File: config.mk
export PLATFORM = sky130hd
export DESIGN_NAME = dc_ipu_filter_scan_ctrl
export DESIGN_NICKNAME = d
export VERILOG_FILES = /design/src/rtl/dc_ipu_filter_scan_ctrl.sv
export SDC_FILE = /design/constraint.sdc
export NUM_CORES = 1
export LEC_CHECK = 0
export ABC_AREA = 1
export ABC_CLOCK_PERIOD_IN_PS = 4050
export CAP_MARGIN = 0
export CORE_MARGIN = 2
export CORE_UTILIZATION = 34
export DETAILED_ROUTE_END_ITERATION = 7
export GPL_TIMING_DRIVEN = 0
export REMOVE_ABC_BUFFERS = 1
export SYNTH_ARGS = -nofsm -noshare
export SYNTH_HDL_FRONTEND = slang
export SYNTH_SLANG_ARGS = --single-unit
export TNS_END_PERCENT = 100
File: constraint.sdc
create_clock -name clk -period 4.05 [get_ports clk]
set_input_delay 0.6075 -clock clk [delete_from_list [all_inputs] [get_ports clk]]
set_output_delay 0.6075 -clock clk [all_outputs]
set_load 0.01 [all_outputs]
File: src/rtl/dc_ipu_filter_scan_ctrl.sv
// Output-raster scan controller: steps an x/y fixed-point DDA and emits one filter beat per output pixel.
// Optional source-coordinate clamping is enabled by defining DC_IPU_FILTER_SCAN_CLAMP_EN.
module dc_ipu_filter_scan_ctrl #(
    parameter int COORD_WIDTH      = 12,
    parameter int STEP_FRACT_WIDTH = 16,
    parameter int COEFF_WIDTH      = 8
) (
    input  logic                                  clk,
    input  logic                                  reset,
    input  logic                                  clr,
    input  logic                                  start,
    input  logic [COORD_WIDTH-1:0]                cfg_out_width,
    input  logic [COORD_WIDTH-1:0]                cfg_out_height,
    input  logic [COORD_WIDTH-1:0]                cfg_src_width,
    input  logic [COORD_WIDTH-1:0]                cfg_src_height,
    input  logic [COORD_WIDTH+STEP_FRACT_WIDTH-1:0] cfg_step_x,
    input  logic [COORD_WIDTH+STEP_FRACT_WIDTH-1:0] cfg_step_y,
    input  logic [STEP_FRACT_WIDTH-1:0]           cfg_phase_x,
    input  logic [STEP_FRACT_WIDTH-1:0]           cfg_phase_y,
    output logic                                  busy,
    output logic                                  done,
    output logic                                  out_valid,
    input  logic                                  out_ready,
    output logic [COORD_WIDTH-1:0]                out_src_x,
    output logic [COORD_WIDTH-1:0]                out_src_y,
    output logic [COEFF_WIDTH-1:0]                out_coeff_x,
    output logic [COEFF_WIDTH-1:0]                out_coeff_y,
    output logic                                  out_last_x,
    output logic                                  out_last_frame
);
    localparam int ACC_W = COORD_WIDTH + STEP_FRACT_WIDTH;

    typedef enum logic [1:0] {IDLE, RUN, DONE} state_t;

    state_t                    state_q, state_d;
    logic [ACC_W-1:0]          acc_x_q, acc_x_d, acc_y_q, acc_y_d;
    logic [COORD_WIDTH-1:0]    col_q, col_d, row_q, row_d;
    logic [COORD_WIDTH-1:0]    width_q, height_q;
    logic [ACC_W-1:0]          step_x_q, step_y_q;
    logic [STEP_FRACT_WIDTH-1:0] phase_x_q, phase_y_q;
    logic                      start_ok, eol, eof;
    logic [COORD_WIDTH-1:0]    int_x, int_y;
    logic [COEFF_WIDTH-1:0]    frac_x, frac_y;

`ifdef DC_IPU_FILTER_SCAN_CLAMP_EN
    logic [COORD_WIDTH-1:0]    src_w_q, src_h_q;
    logic [COORD_WIDTH-1:0]    lim_x, lim_y;
`else
    logic                      unused_src;
    assign unused_src = ^{cfg_src_width, cfg_src_height};
`endif

    // Largest legal source index; a zero dimension behaves like one pixel.
    function automatic logic [COORD_WIDTH-1:0] coord_limit(input logic [COORD_WIDTH-1:0] dim);
        return (dim == '0) ? '0 : dim - COORD_WIDTH'(1);
    endfunction

    assign start_ok = (state_q == IDLE) && start && (cfg_out_width != '0) && (cfg_out_height != '0);
    assign eol      = (col_q == width_q - COORD_WIDTH'(1));
    assign eof      = eol && (row_q == height_q - COORD_WIDTH'(1));

    always_comb begin
        state_d = state_q;
        acc_x_d = acc_x_q;
        acc_y_d = acc_y_q;
        col_d   = col_q;
        row_d   = row_q;
        case (state_q)
            IDLE: begin
                if (start_ok) begin
                    state_d = RUN;
                    acc_x_d = {{COORD_WIDTH{1'b0}}, cfg_phase_x};
                    acc_y_d = {{COORD_WIDTH{1'b0}}, cfg_phase_y};
                    col_d   = '0;
                    row_d   = '0;
                end
            end
            RUN: begin
                if (out_ready) begin
                    if (eol) begin
                        acc_x_d = {{COORD_WIDTH{1'b0}}, phase_x_q};
                        col_d   = '0;
                        acc_y_d = acc_y_q + step_y_q;
                        row_d   = row_q + COORD_WIDTH'(1);
                        if (eof) state_d = DONE;
                    end else begin
                        acc_x_d = acc_x_q + step_x_q;
                        col_d   = col_q + COORD_WIDTH'(1);
                    end
                end
            end
            DONE:    state_d = IDLE;
            default: state_d = IDLE;
        endcase
    end

    always_ff @(posedge clk) begin
        if (reset || clr) begin
            state_q  <= IDLE;
            acc_x_q  <= '0;
            acc_y_q  <= '0;
            col_q    <= '0;
            row_q    <= '0;
            width_q  <= '0;
            height_q <= '0;
`ifdef DC_IPU_FILTER_SCAN_CLAMP_EN
            src_w_q  <= '0;
            src_h_q  <= '0;
`endif
        end else begin
            state_q <= state_d;
            acc_x_q <= acc_x_d;
            acc_y_q <= acc_y_d;
            col_q   <= col_d;
            row_q   <= row_d;
            if (start_ok) begin
                width_q  <= cfg_out_width;
                height_q <= cfg_out_height;
`ifdef DC_IPU_FILTER_SCAN_CLAMP_EN
                src_w_q  <= cfg_src_width;
                src_h_q  <= cfg_src_height;
`endif
            end
        end
    end

    // Step and phase only feed the accumulators, which are cleared on reset.
    always_ff @(posedge clk) begin
        if (start_ok) begin
            step_x_q  <= cfg_step_x;
            step_y_q  <= cfg_step_y;
            phase_x_q <= cfg_phase_x;
            phase_y_q <= cfg_phase_y;
        end
    end

    assign int_x  = acc_x_q[ACC_W-1:STEP_FRACT_WIDTH];
    assign int_y  = acc_y_q[ACC_W-1:STEP_FRACT_WIDTH];
    assign frac_x = acc_x_q[STEP_FRACT_WIDTH-1 -: COEFF_WIDTH];
    assign frac_y = acc_y_q[STEP_FRACT_WIDTH-1 -: COEFF_WIDTH];

`ifdef DC_IPU_FILTER_SCAN_CLAMP_EN
    assign lim_x       = coord_limit(src_w_q);
    assign lim_y       = coord_limit(src_h_q);
    assign out_src_x   = (int_x > lim_x) ? lim_x : int_x;
    assign out_src_y   = (int_y > lim_y) ? lim_y : int_y;
    assign out_coeff_x = (int_x > lim_x) ? '0 : frac_x;
    assign out_coeff_y = (int_y > lim_y) ? '0 : frac_y;
`else
    assign out_src_x   = int_x;
    assign out_src_y   = int_y;
    assign out_coeff_x = frac_x;
    assign out_coeff_y = frac_y;
`endif

    assign out_last_x     = eol;
    assign out_last_frame = eof;
    assign out_valid      = (state_q == RUN);
    assign busy           = (state_q != IDLE);
    assign done           = (state_q == DONE);
endmodule

==> impl_metrics.csv, run 1 <==
group,metric,value,unit
logic_synthesis,edf_count,72,
sta,whs,0.453,ns
global_route,grt_pass1_wl,56.9,mm
die,chipArea,0.0367,mm²
routing,route.met3.wl,1.34,mm
logic_synthesis,simple_gate_share,32.8,%
critical_path,cp.depth,13,
logic_synthesis,topCellsByArea,"edfxtp_1 (18%), dfxtp_1 (18%), nand2_1 (16%), a21oi_1 (6.1%), ha_1 (6.1%)",
pwr,maxPowerGroup,"sequential cells",
final_layout,logic_area,0.00647,mm²
routing,remaining_drc_errors,0,
routing,drt_wl_total,35.7,mm
logic_synthesis,synthArstFlopShare,0,%
pwr,worst_ir_drop_vdd,318,µV
global_route,gr-usage-all-layers,19.9,%
routing,wl_per_cell,15.5,µm
pwr,comb_power_share,19.8,%
critical_path,worstSetupStartpoint,"width_q[0]$_SDFFE_PP0P_",
logic_synthesis,synth_cell_type_count,43,
final_layout,finalCoreUtilization,41.4,%
clock_tree,cts.repair.resized,4,
clock_tree,cts_hold_buffers,0,
placed_design,dp_hpwl,26.4,mm
logic_synthesis,yosysWarnings,0,
global_route,grt-busiest-layer,"met2",
die,n_tap_cell,455,
clock_tree,numCtsBuffers,17,
status,status,"complete, no violations",
final_layout,layout_top_cells,"nand2_1 (512), inv_1 (189), clkdlybuf4s50_1 (161), nor2_1 (156), a21oi_1 (145)",
run,tool_warnings,49,
logic_synthesis,ys_ff,178,
global_route,antenna_found_initial,1,
pwr,pwr-share-seq,43.1,%
die,die_h,192,µm
critical_path,crit_path_top_delay_cell,"clkdlybuf4s50_1",
routing,wl_met1,16.6,mm
clock_tree,cts_tree,"done",
routing,met2_length,17.3,mm
critical_path,critical-path-max-stage-delay,0.54,ns
die,initCoreUtil,34.5,%
final_layout,n_fill_cell,3603,
global_route,gr-usage-met2,35.0,%
critical_path,worst_r2r_endpoint,"acc_y_q[22]$_SDFFE_PP0P_",
logic_synthesis,synthTopLogicFamily,"simple AND/OR/NAND/NOR gates",
pwr,p_clk_share,37.1,%
logic_synthesis,syn_area,0.0120,mm²
global_route,grt_use_met3,2.98,%
pwr,p_total,0.00464,W
sta,maxSlewViolCount,0,
min_path,hp-class,"reg2reg",
routing,via_per_inst,4.87,
critical_path,worst-path-buf-inv,4,
sta,finalClockPeriodUsage,88.2,%
pwr,p_sw,0.00146,W
clock_tree,clk_path_buf_depth,2,
run,cap_violations,0,
global_route,grt_max_degree,80,
critical_path,critPathMaxFanout,6,
pwr,power.share.switching,31.4,%
critical_path,crit_type,"reg2out",
final_layout,logic_gate_count,1263,
sta,rsz0062_at_grt,"false",
critical_path,worst_ep_arrival_time,2.96,ns
die,die_w,192,µm
placed_design,dpl.cell_count,2257,
pwr,powerDensity,323,mW/mm²
final_layout,buffers,167,
sta,setup_tns,0,ns
routing,drt_first_pass_iters,5,
critical_path,endpoint,"out_last_frame",
final_layout,final_common_cell,"nand2_1",
sta,timing.slew.headroom,10.3,%
sta,finalSetupViolations,0,
logic_synthesis,ys_cells,1720,
logic_synthesis,ys_sh_aoi,10.2,%
Figure 1. Cells coloured by class (run 1).
Scale: 1.5 px per µm.
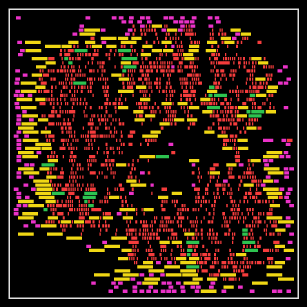
Key: magenta = remaining buffers and delay cells [cells 167]; red = remaining logic cells [cells 1464]; green = clock drivers and dummy loads [cells 32]; yellow = registers [cells 178]
FP Rows: 68
post-route cell area: 0.0144 mm²

Figure 2. Cell outlines without signal wires (run 1).
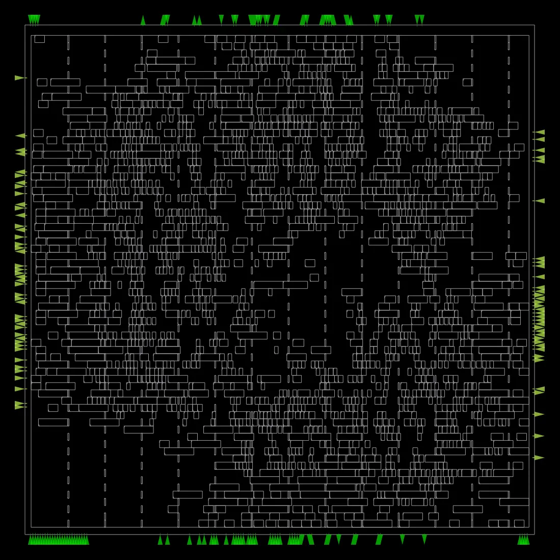
flop share of the area: 29.8%
seq_cells: 178
Post-Layout Cell Count: 2297

Figure 3. Wiring by layer (run 1).
Scale: 2 px per µm. Two of the layers only.
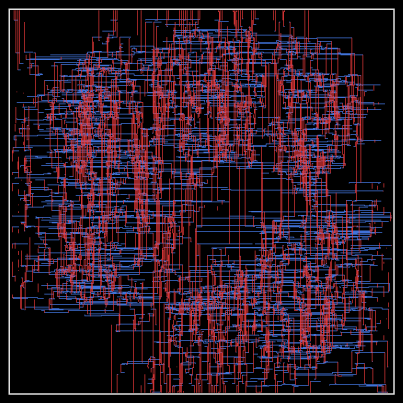
Key: blue = M1 [wire length 16600 µm]; red = M2 [wire length 17300 µm]

Figure 4. Signal wires on met3 (run 1).
Scale: 2 px per µm.
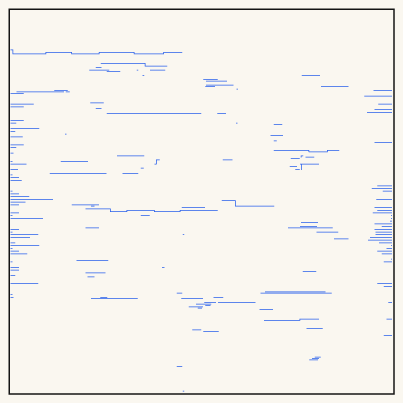

==> run 1 -> run 2 <==
--- a/config.mk
+++ b/config.mk
@@ -8,5 +8,5 @@
 export ABC_AREA = 1
 export ABC_CLOCK_PERIOD_IN_PS = 4050
-export CAP_MARGIN = 0
+export CAP_MARGIN = 20
 export CORE_MARGIN = 2
 export CORE_UTILIZATION = 34
@@ -17,3 +17,3 @@
 export SYNTH_HDL_FRONTEND = slang
 export SYNTH_SLANG_ARGS = --single-unit
-export TNS_END_PERCENT = 100
+export TNS_END_PERCENT = 10
==> constraint.sdc (replaced) <==
create_clock -name clk -period 4.05 [get_ports clk]
set_input_delay 1.0125 -clock clk [delete_from_list [all_inputs] [get_ports clk]]
set_output_delay 1.0125 -clock clk [all_outputs]
set_load 0.01 [all_outputs]
Figure 5. Signal wires on met3 (run 2).
Scale: 2 px per µm.
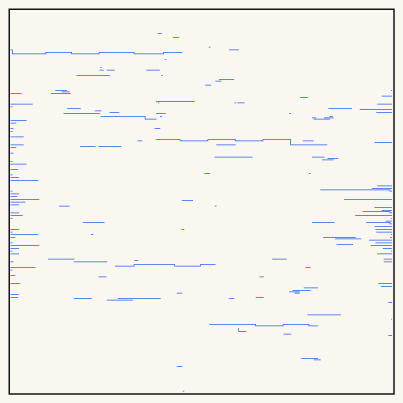
The longest straight run is 34.7 µm. The layer holds 3.6% of the routed length. The wires run mostly horizontal. The layer carries 1250 µm of wire.

==> run 2 against run 1 <==
Sequential share of layout area decreased by 0.078 points. Synthesized area unchanged. Synthesized cell count stayed put. Sequential cell count stayed put. Largest power group unchanged.
==> impl_metrics.csv, run 2 <==
group,metric,value,unit
die,row_count,68,
clock_tree,clk_path_buf_depth,2,
run,cap_violations,0,
sta,maxSlewViolCount,0,
global_route,grt_use_met3,3.22,%
die,chipArea,0.0367,mm²
routing,wl_per_cell,15.4,µm
critical_path,worst_ep_arrival_time,2.77,ns
critical_path,critical-path-max-stage-delay,0.53,ns
placed_design,dp_hpwl,26.5,mm
die,die_h,192,µm
final_layout,buffers,163,
die,die_w,192,µm
logic_synthesis,syn_area,0.0120,mm²
pwr,p_clk_share,37.8,%
pwr,p_total,0.00470,W
min_path,hp-class,"reg2reg",
global_route,grt_pass1_wl,56.0,mm
logic_synthesis,simple_gate_share,32.8,%
sta,finalSetupViolations,0,
global_route,gr-usage-met2,34.0,%
global_route,antenna_found_initial,1,
logic_synthesis,synthArstFlopShare,0,%
routing,via_per_inst,4.89,
logic_synthesis,ys_sh_aoi,10.2,%
logic_synthesis,edf_count,72,
final_layout,flops,178,
final_layout,final_common_cell,"nand2_1",
routing,route.met3.wl,1.25,mm
logic_synthesis,ys_ff,178,
critical_path,crit_type,"reg2out",
clock_tree,cts_hold_buffers,0,
status,status,"complete, no violations",
global_route,grt_max_degree,80,
pwr,p_sw,0.00145,W
pwr,maxPowerGroup,"sequential cells",
run,tool_warnings,49,
final_layout,fin_area,0.0144,mm²
routing,drt_wl_total,35.2,mm
critical_path,critPathMaxFanout,6,
critical_path,worst_r2r_endpoint,"acc_y_q[25]$_SDFFE_PP0P_",
routing,wl_met1,16.6,mm
critical_path,endpoint,"out_last_x",
sta,timing.slew.headroom,38.0,%
final_layout,logic_gate_count,1262,
die,initCoreUtil,34.5,%
sta,setup_tns,0,ns
routing,met2_length,16.8,mm
sta,whs,0.453,ns
routing,drt_first_pass_iters,5,
critical_path,cp.depth,13,
logic_synthesis,synthTopLogicFamily,"simple AND/OR/NAND/NOR gates",
global_route,grt-busiest-layer,"met2",
global_route,gr-usage-all-layers,19.5,%
logic_synthesis,synth_cell_type_count,43,
final_layout,n_fill_cell,3583,
final_layout,logic_area,0.00649,mm²
critical_path,crit_path_top_delay_cell,"clkdlybuf4s50_1",
logic_synthesis,topCellsByArea,"edfxtp_1 (18%), dfxtp_1 (18%), nand2_1 (16%), a21oi_1 (6.1%), ha_1 (6.1%)",
pwr,powerDensity,327,mW/mm²
clock_tree,cts_tree,"done",
pwr,power.share.switching,30.8,%
clock_tree,numCtsBuffers,17,
logic_synthesis,ys_cells,1720,
clock_tree,cts.repair.resized,6,
Figure 6. Cell outlines without signal wires (run 2).
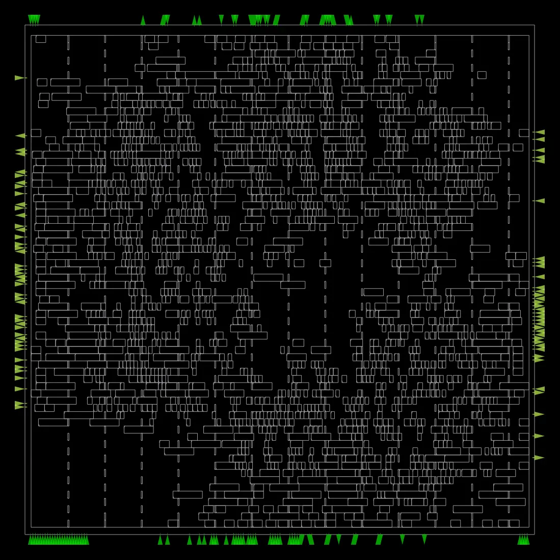
Post-Layout Cell Count: 2292
flop share of the area: 29.8%
Final Util: 41.6%

Power figures rest on the tool's default switching activity, not on a simulated workload.
